### src/rtl/control_unit.sv
// Multicycle accumulator-machine control unit: one FSM that sequences fetch,
// decode, memory access and execute, and drives datapath strobes per state.
module control_unit #(
  parameter logic [7:0] HALT_OP = 8'hFF
) (
  input  logic       CLK,
  input  logic       reset,
  input  logic [7:0] Op,
  input  logic       MemReady,
  input  logic       AccZero,
  output logic       MemRead,
  output logic       MemWrite,
  output logic       IorD,
  output logic       IRWrite,
  output logic       MDRWrite,
  output logic       PCWrite,
  output logic [1:0] ALUSrcA,
  output logic [1:0] ALUSrcB,
  output logic       ALUOp,
  output logic [2:0] AccSrc,
  output logic       AccWrite,
  output logic       SpWrite,
  output logic       Halted,
  output logic       Illegal,
  output logic [3:0] State
);

  typedef enum logic [3:0] {
    FETCH   = 4'd0,
    DECODE  = 4'd1,
    MEM_RD  = 4'd2,
    MEM_WB  = 4'd3,
    MEM_WR  = 4'd4,
    ALU_EX  = 4'd5,
    BRANCH  = 4'd6,
    SP_EX   = 4'd7,
    HALT    = 4'd8,
    ILLEGAL = 4'd9
  } stateT;

  localparam logic [7:0] OP_LI    = 8'h01;
  localparam logic [7:0] OP_LUI   = 8'h02;
  localparam logic [7:0] OP_LW    = 8'h03;
  localparam logic [7:0] OP_SW    = 8'h04;
  localparam logic [7:0] OP_ADD   = 8'h05;
  localparam logic [7:0] OP_ADDI  = 8'h06;
  localparam logic [7:0] OP_BEQZ  = 8'h07;
  localparam logic [7:0] OP_ADDSP = 8'h08;
  localparam logic [7:0] OP_SUB   = 8'h09;

  stateT state;

  // Defined opcodes take priority should HALT_OP ever be overridden onto one.
  function automatic stateT decodeNext(input logic [7:0] opcode);
    case (opcode)
      OP_LI, OP_LUI:         decodeNext = FETCH;
      OP_LW, OP_ADD, OP_SUB: decodeNext = MEM_RD;
      OP_SW:                 decodeNext = MEM_WR;
      OP_ADDI:               decodeNext = ALU_EX;
      OP_BEQZ:               decodeNext = BRANCH;
      OP_ADDSP:              decodeNext = SP_EX;
      HALT_OP:               decodeNext = HALT;
      default:               decodeNext = ILLEGAL;
    endcase
  endfunction

  // NOTE: state is sequential, so it is written only with non-blocking
  // assignments; blocking here would race with readers on the same edge.
  always_ff @(posedge CLK or negedge reset) begin
    if (!reset) begin
      state <= FETCH;
    end else begin
      case (state)
        FETCH:   if (MemReady) state <= DECODE;
        DECODE:  state <= decodeNext(Op);
        MEM_RD:  if (MemReady) state <= (Op == OP_LW) ? MEM_WB : ALU_EX;
        MEM_WR:  if (MemReady) state <= FETCH;
        MEM_WB, ALU_EX, BRANCH, SP_EX: state <= FETCH;
        HALT:    state <= HALT;
        ILLEGAL: state <= ILLEGAL;
        default: state <= FETCH;
      endcase
    end
  end

  // Strobes are decoded from state plus live inputs: load enables must react
  // to MemReady/AccZero within the same cycle, and reset must mask them at once.
  always_comb begin
    // NOTE: every output gets a default before the case so no path leaves
    // one unassigned, which would otherwise infer a latch.
    MemRead  = 1'b0;
    MemWrite = 1'b0;
    IorD     = 1'b0;
    IRWrite  = 1'b0;
    MDRWrite = 1'b0;
    PCWrite  = 1'b0;
    ALUSrcA  = 2'd0;
    ALUSrcB  = 2'd0;
    ALUOp    = 1'b0;
    AccSrc   = 3'd0;
    AccWrite = 1'b0;
    SpWrite  = 1'b0;
    Halted   = 1'b0;
    Illegal  = 1'b0;
    if (!reset) begin
      MemRead = 1'b1;
    end else begin
      case (state)
        FETCH: begin
          MemRead = 1'b1;
          if (MemReady) begin
            IRWrite = 1'b1;
            PCWrite = 1'b1;
            ALUSrcB = 2'd1;
          end
        end
        DECODE: begin
          if (Op == OP_LI) begin
            AccSrc   = 3'd3;
            AccWrite = 1'b1;
          end else if (Op == OP_LUI) begin
            AccSrc   = 3'd0;
            AccWrite = 1'b1;
          end
        end
        MEM_RD: begin
          IorD     = 1'b1;
          MemRead  = 1'b1;
          MDRWrite = MemReady;
        end
        MEM_WB: begin
          AccSrc   = 3'd1;
          AccWrite = 1'b1;
        end
        MEM_WR: begin
          IorD     = 1'b1;
          MemWrite = 1'b1;
        end
        ALU_EX: begin
          ALUSrcA  = 2'd1;
          ALUSrcB  = (Op == OP_ADDI) ? 2'd0 : 2'd2;
          ALUOp    = (Op == OP_SUB);
          AccSrc   = 3'd4;
          AccWrite = 1'b1;
        end
        BRANCH: begin
          ALUSrcB = 2'd3;
          PCWrite = AccZero;
        end
        SP_EX: begin
          ALUSrcA = 2'd2;
          SpWrite = 1'b1;
        end
        HALT: Halted = 1'b1;
        ILLEGAL: begin
          Halted  = 1'b1;
          Illegal = 1'b1;
        end
        default: ;
      endcase
    end
  end

  assign State = state;

endmodule

### config.mk
export PLATFORM = sky130hd
export DESIGN_NAME = control_unit
export DESIGN_NICKNAME = d
export VERILOG_FILES = /design/src/rtl/control_unit.sv
export SDC_FILE = /design/constraint.sdc
export NUM_CORES = 1
export LEC_CHECK = 0
export ABC_AREA = 0
export CELL_PAD_IN_SITES_DETAIL_PLACEMENT = 0
export CELL_PAD_IN_SITES_GLOBAL_PLACEMENT = 1
export CORE_UTILIZATION = 20
export DETAILED_ROUTE_END_ITERATION = 8
export PLACE_DENSITY = 0.71
export SLEW_MARGIN = 40
export SYNTH_ARGS = -nofsm -noshare
export SYNTH_HDL_FRONTEND = slang
export SYNTH_SLANG_ARGS = --single-unit
export TNS_END_PERCENT = 10
### constraint.sdc
create_clock -name CLK -period 1.6 [get_ports CLK]
set_clock_uncertainty 0.05 [all_clocks]
set_input_delay 0.32 -clock CLK [delete_from_list [all_inputs] [get_ports CLK]]
set_output_delay 0.32 -clock CLK [all_outputs]
set_load 0.01 [all_outputs]
Fig. 1: wiring heat map
Bar = 20 µm. 11 x 11 tiles, from black (low) to pale yellow (high), scaled to the fullest tile. Values are wire area over tile area, all layers added.
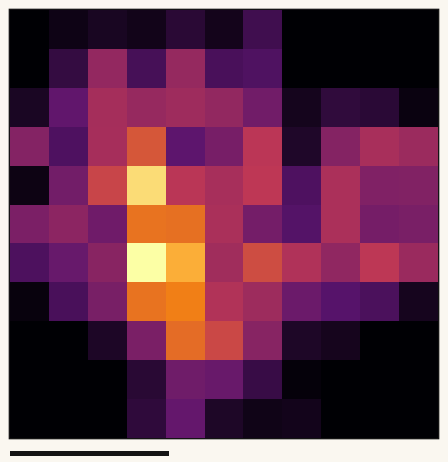
22% of the tiles are nearly empty. The mean over all tiles is 0.12. The emptiest ninth of the die: south-east. 11% of the tiles are over half the peak.
total global-route track usage: 16.4%
routed len/inst: 12.4 µm
routed vias: 880

Fig. 2: metal 1
Bar = 20 µm. Supply wires on this layer in gray.
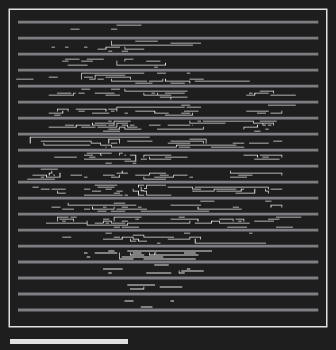
The layer holds 39% of the routed length. 132 nets have wire on it.
final WL: 2220 µm
met1 Use GR: 16.4%

==> impl_metrics.tcl <==
# collected from the flow reports
set metrics [dict create \
    nNetsFinal 163 \
    arrival_ps 1700 \
    top_cell "nor2_1" \
    mux_share_pct 0 \
    p_seq_uw 140 \
    initial_utilization_pct 21.4 \
    taps 30 \
    powerComb_uw 462 \
    antenna_found_initial 0 \
    synthCells 82 \
    buffer_area_share_pct 43.9 \
    synth_area_um2 536 \
    rsz0062_at_grt "yes" \
    final_antenna_net_count 0 \
    instances_no_fill 179 \
    synthArstFlopShare_pct 100 \
    clock_area_share_pct 1.80 \
    violations "setup timing" \
    switching_share_pct 38.0 \
    firstDrtPassIters 4 \
    dpl-instance-area_mm2 0.00115 \
    gr-usage-met3_pct 1.98 \
    r2r_slack_ps 20 \
    setup_viol 17 \
    crit_end "AccWrite" \
    inverters_excl_clock 1 \
    drv_cap 0 \
    relSlewSlack_pct 77.9 \
    die_w_um 53.7 \
    critPathTopFamily "simple AND/OR/NAND/NOR gates" \
    finalCriticalPeriod_ps 2070 \
    vias_per_cell 4.92 \
    flops 4 \
    tightest_slew_ps 331 \
    hp-class "input pin to async pin" \
    place_ws_ps -1230 \
    switchingPower_uw 277 \
    status "finished with violations" \
    yosysWarningCount 0 \
    seqCellArea_um2 101 \
    common_cells "nor2_1, nor3_1, nand2_1" \
    cp-end-kind "output pin" \
    place_congestion 0.960 \
    diodes 0 \
    finalHoldViolCount 0 \
    peakVddDrop_v 0.000384 \
    finalWorstSetupSlack_ps -473 \
    pwr-share-clk_pct 17.4 \
    hold_buffers 0 \
    final_cell_mix "buf_4, buf_2, nor2_1" \
    synth.logic.top_family "simple AND/OR/NAND/NOR gates" \
    xor_area_share_pct 3.27 \
    power_clock_uw 127 \
    highest_layer "met4" \
    path_buffers 3 \
    grt_pass1_wl_um 3350 \
    grt_max_degree 10 \
    h-tree-depth 1 \
    largest_area_cell "dfrtp_1" \
    ff2ff_path_depth 3 \
    clock_path_buffers 2 \
    grt-busiest-layer "met2" \
    drc_errors 0 \
]
Fig. 3: placed cells, one color a class
Fill, decap, tap and diode cells in gray.
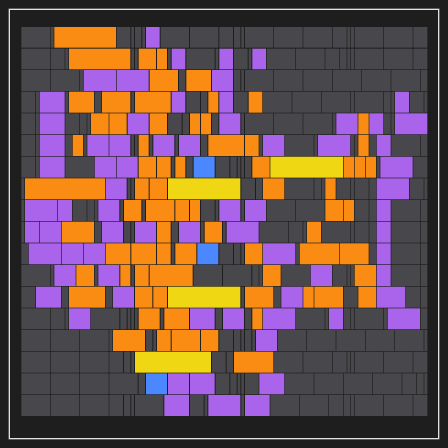
Key: blue = clock-net drivers [cells 3]; orange = remaining logic cells [cells 72]; purple = remaining buffers and delay cells [cells 70]; yellow = registers [cells 4]
Layout Utilization: 50.0%
Final Cell Area: 0.00125 mm²
sequential share of cell area: 8.11%
number of placement rows: 18
core area: 0.00250 mm²

Power and IR drop assume default switching activity.
